[src/rtl/uart_tx_arbiter.sv]
// Round-robin arbiter that shares one uart_transmit instance between NUM_REQ
// byte producers. Each grant launches one frame. The next grant waits until
// the transmitter's busy flag has risen and then fallen again, or until the
// busy-rise timeout expires.
module uart_tx_arbiter #(
    parameter int NUM_REQ      = 4,
    parameter int DATA_W       = 8,
    parameter int BUSY_TIMEOUT = 16
) (
    input  logic                         clk,
    input  logic                         rst,
    input  logic [NUM_REQ-1:0]           req,
    input  logic [NUM_REQ*DATA_W-1:0]    req_data,
    output logic [NUM_REQ-1:0]           ack,
    output logic [DATA_W-1:0]            data,
    output logic                         uart_en,
    input  logic                         uart_busy,
    output logic [$clog2(NUM_REQ)-1:0]   owner,
    output logic                         active,
    output logic                         err
);

    localparam int PTR_W = $clog2(NUM_REQ);

    typedef enum logic [1:0] {
        IDLE,
        LAUNCH,
        WAIT_BUSY,
        WAIT_DONE
    } state_t;

    state_t               state_q, state_d;
    logic [PTR_W-1:0]     rr_ptr_q, rr_ptr_d;
    logic [PTR_W-1:0]     owner_q, owner_d;
    logic [DATA_W-1:0]    data_q, data_d;
    logic [7:0]           cnt_q, cnt_d;

    logic                 win_found;
    logic [PTR_W-1:0]     win_idx;
    logic [DATA_W-1:0]    win_data;
    logic [PTR_W:0]       scan_sum;
    logic [PTR_W-1:0]     scan_idx;
    logic [PTR_W-1:0]     next_ptr;

    // Scan lanes starting at rr_ptr, wrapping past the top, and take the first request found.
    always_comb begin
        win_found = 1'b0;
        win_idx   = '0;
        win_data  = '0;
        scan_sum  = '0;
        scan_idx  = '0;
        for (int i = 0; i < NUM_REQ; i++) begin
            scan_sum = {1'b0, rr_ptr_q} + (PTR_W+1)'(i);
            if (scan_sum >= (PTR_W+1)'(NUM_REQ)) begin
                scan_sum = scan_sum - (PTR_W+1)'(NUM_REQ);
            end
            scan_idx = scan_sum[PTR_W-1:0];
            if (!win_found && req[scan_idx]) begin
                win_found = 1'b1;
                win_idx   = scan_idx;
                win_data  = req_data[scan_idx*DATA_W +: DATA_W];
            end
        end
    end

    // The lane after the current owner becomes the first candidate of the next scan.
    always_comb begin
        next_ptr = owner_q + PTR_W'(1);
        if (owner_q == PTR_W'(NUM_REQ-1)) begin
            next_ptr = '0;
        end
    end

    // Next-state logic and the single-cycle launch/ack/error strobes.
    always_comb begin
        state_d  = state_q;
        rr_ptr_d = rr_ptr_q;
        owner_d  = owner_q;
        data_d   = data_q;
        cnt_d    = cnt_q;
        uart_en  = 1'b0;
        ack      = '0;
        err      = 1'b0;
        case (state_q)
            IDLE: begin
                if (win_found && !uart_busy) begin
                    data_d  = win_data;
                    owner_d = win_idx;
                    state_d = LAUNCH;
                end
            end
            LAUNCH: begin
                uart_en      = 1'b1;
                ack[owner_q] = 1'b1;
                rr_ptr_d     = next_ptr;
                cnt_d        = '0;
                state_d      = WAIT_BUSY;
            end
            WAIT_BUSY: begin
                if (uart_busy) begin
                    state_d = WAIT_DONE;
                end else if (cnt_q == 8'(BUSY_TIMEOUT-1)) begin
                    err     = 1'b1;
                    state_d = IDLE;
                end else begin
                    cnt_d = cnt_q + 8'd1;
                end
            end
            WAIT_DONE: begin
                if (!uart_busy) begin
                    state_d = IDLE;
                end
            end
            default: begin
                state_d = IDLE;
            end
        endcase
    end

    // State, pointer, and latched byte registers. The async reset clears every output at once.
    always_ff @(posedge clk or negedge rst) begin
        if (!rst) begin
            state_q  <= IDLE;
            rr_ptr_q <= '0;
            owner_q  <= '0;
            data_q   <= '0;
            cnt_q    <= '0;
        end else begin
            state_q  <= state_d;
            rr_ptr_q <= rr_ptr_d;
            owner_q  <= owner_d;
            data_q   <= data_d;
            cnt_q    <= cnt_d;
        end
    end

    assign data   = data_q;
    assign owner  = owner_q;
    assign active = (state_q != IDLE);

endmodule

[config.mk]
export PLATFORM = sky130hd
export DESIGN_NAME = uart_tx_arbiter
export DESIGN_NICKNAME = d
export VERILOG_FILES = /design/src/rtl/uart_tx_arbiter.sv
export SDC_FILE = /design/constraint.sdc
export NUM_CORES = 1
export LEC_CHECK = 0
export ABC_AREA = 1
export CORE_MARGIN = 5
export CORE_UTILIZATION = 29
export CTS_BUF_LIST = sky130_fd_sc_hd__clkbuf_2
export CTS_CLUSTER_SIZE = 14
export DETAILED_ROUTE_END_ITERATION = 8
export GPL_TIMING_DRIVEN = 0
export PLACE_DENSITY = 0.51
export SYNTH_ARGS = -nofsm -noshare
export SYNTH_HDL_FRONTEND = slang
export SYNTH_SLANG_ARGS = --single-unit
[constraint.sdc]
create_clock -name clk -period 2.6 [get_ports clk]
set_clock_uncertainty 0.1 [all_clocks]
set_input_delay 0.52 -clock clk [delete_from_list [all_inputs] [get_ports clk]]
set_output_delay 0.52 -clock clk [all_outputs]
set_load 0.02 [all_outputs]
**Clock wires, drivers and flops**

The bar under the picture is 20 um long.
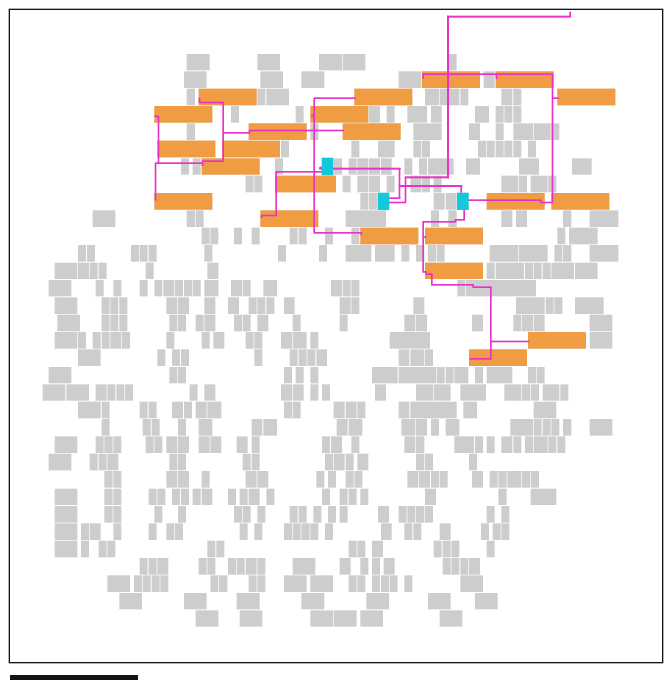
Magenta is clock wires, length 310 um. Orange is flip-flops, count 22. Cyan is clock-net drivers, count 3.
There are 4 routed clock nets.
Clk. pwr: 0.244 mW
clock share of power: 0.064
Clock Latency Late Sink: 0.33 ns

**Signal wires by layer**

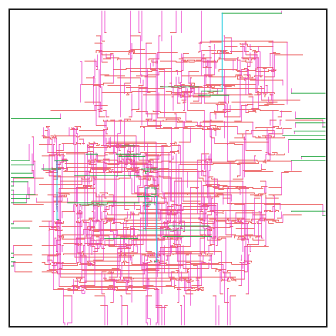
Green is M3, wire length 392 um. Cyan is M4, wire length 78.9 um. Magenta is M2, wire length 3,670 um. Red is M1, wire length 3,790 um.

**Ports around the boundary**

Pins as bars across the die edge, other pins in grey.
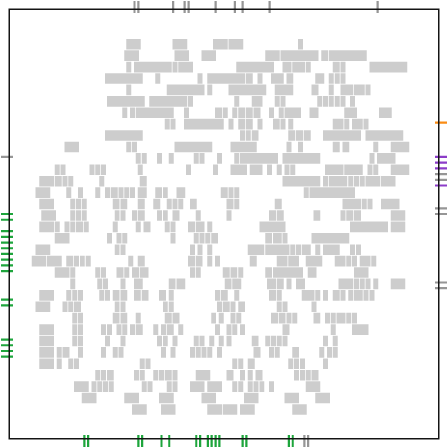
Purple is ack, pins 4, direction output, edge east. Orange is err, pins 1, direction output, edge east. Green is req_data, pins 32, direction input, edge 16 south, 16 west.

**Cell outlines without signal wires**

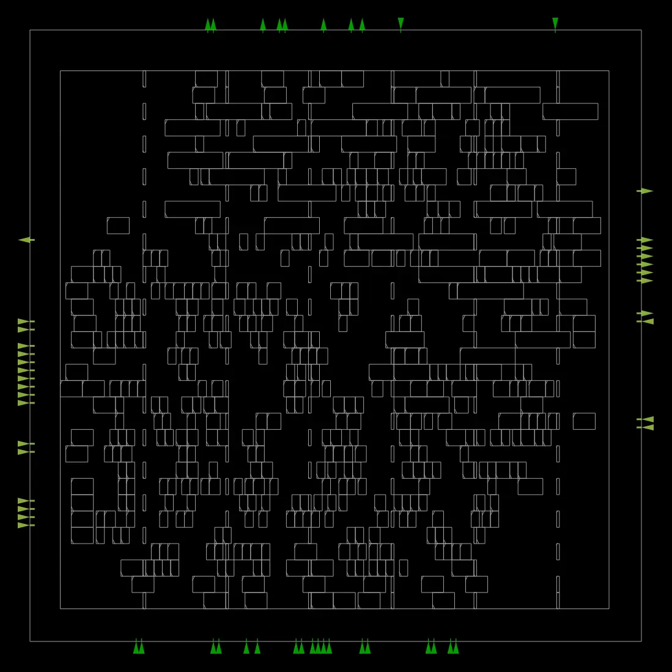
core region area: 8220 um2
Fillers: 894
# rows: 33
final core utilization: 0.390

**Cells coloured by class**

Fill, decap, tap and diode cells in grey.
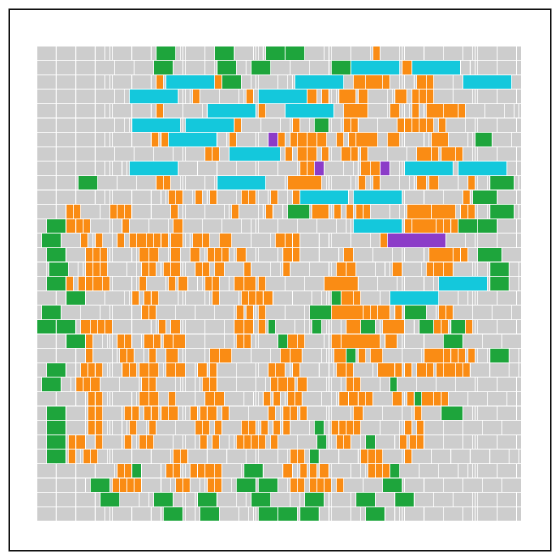
Orange is remaining logic cells, cells 395. Purple is clock drivers and dummy loads, cells 4. Cyan is registers, cells 22. Green is remaining buffers and delay cells, cells 76.

==> summary.txt <==
Worst path bufs/invs: 3
Sequential element share of the synthesized area: 0.224
Tot Pwr: 3.81 mW
CLK BUF: 3
Nets@finish: 542
EDFF count, synth: 0
Required time worst endpoint: 1.98 ns
PostCTS Resize Cnt: 3
Seq area share: 0.172
Seq_cells: 22
Max-area cell share: 0.347
Commonest cells post-synth: 227 x nand2_1, 39 x inv_1, 35 x nand3_1, 29 x o21ai_0, 22 x dfrtp_1
Comb pwr: 3.01 mW
Seq. pwr: 0.556 mW
CTS tree: done
Cells in synth_stat.txt: 437
Total vias in the final route: 2,859
Status: finished, final reports clean
Number of OpenROAD warnings: 29
Vias in the first global route: 2,795
Worst Setup SP: state_q[0]$_DFFE_PN0P_
Clock buf/inv share: 0.0140
First-pass GRT wire length: 13,300 um
Hold Path Depth: 1
Critical path type: flip-flop to primary output
Hold-fix buffer count after cts: 0
Top Layer Used: met4
Fin area: 3210 um2
Pre-CTS WS: -0.0638 ns
Fmax: 414 MHz
Syn Area/Cell: 5.62 um2
Logic cell area: 1620 um2
Final RePlAce weighted congestion: 0.874
Cell with the largest stage delay on the worst path: clkdlybuf4s50_1
Critical Path Sink Type: primary output
TNS Setup: 0 ns
Internal: 1.62 mW
Bufs w/o clock: 76
Multi-input gates: 352
Top-count cell post-synth: nand2_1
Chip area in the Yosys report: 2450 um2
DRC: 0
Max power group: combinational logic
Clk buf depth: 2
## layout by cell type, fill, tap and decap left out, types with 2 or more instances in the layout
cell type	count
buf_2	10
nand2_1	227
o21ai_2	2
buf_4	4
nand2_2	5
o21ai_0	29
dlymetal6s2s_1	4
clkdlybuf4s50_1	50
inv_1	39
o31ai_1	2
xor2_1	3
clkbuf_2	3
nor2_2	2
ha_1	5
inv_2	3
buf_6	4
clkbuf_1	3
dfrtp_1	21
nand3_4	2
a21oi_1	9
nor2_1	13
nand3_1	35
nand4_1	9
## cell families (layout without fill, tap and decap cells)
kind of cell / count (synthesis) / after routing
simple gates: 298 / 298
xor+xnor: 3 / 3
fa+ha+maj: 5 / 5
buf+inv: 63 / 123
flops: 22 / 22
compound gates: 46 / 46
Power figures rest on the tool's default switching activity, not on a simulated workload.
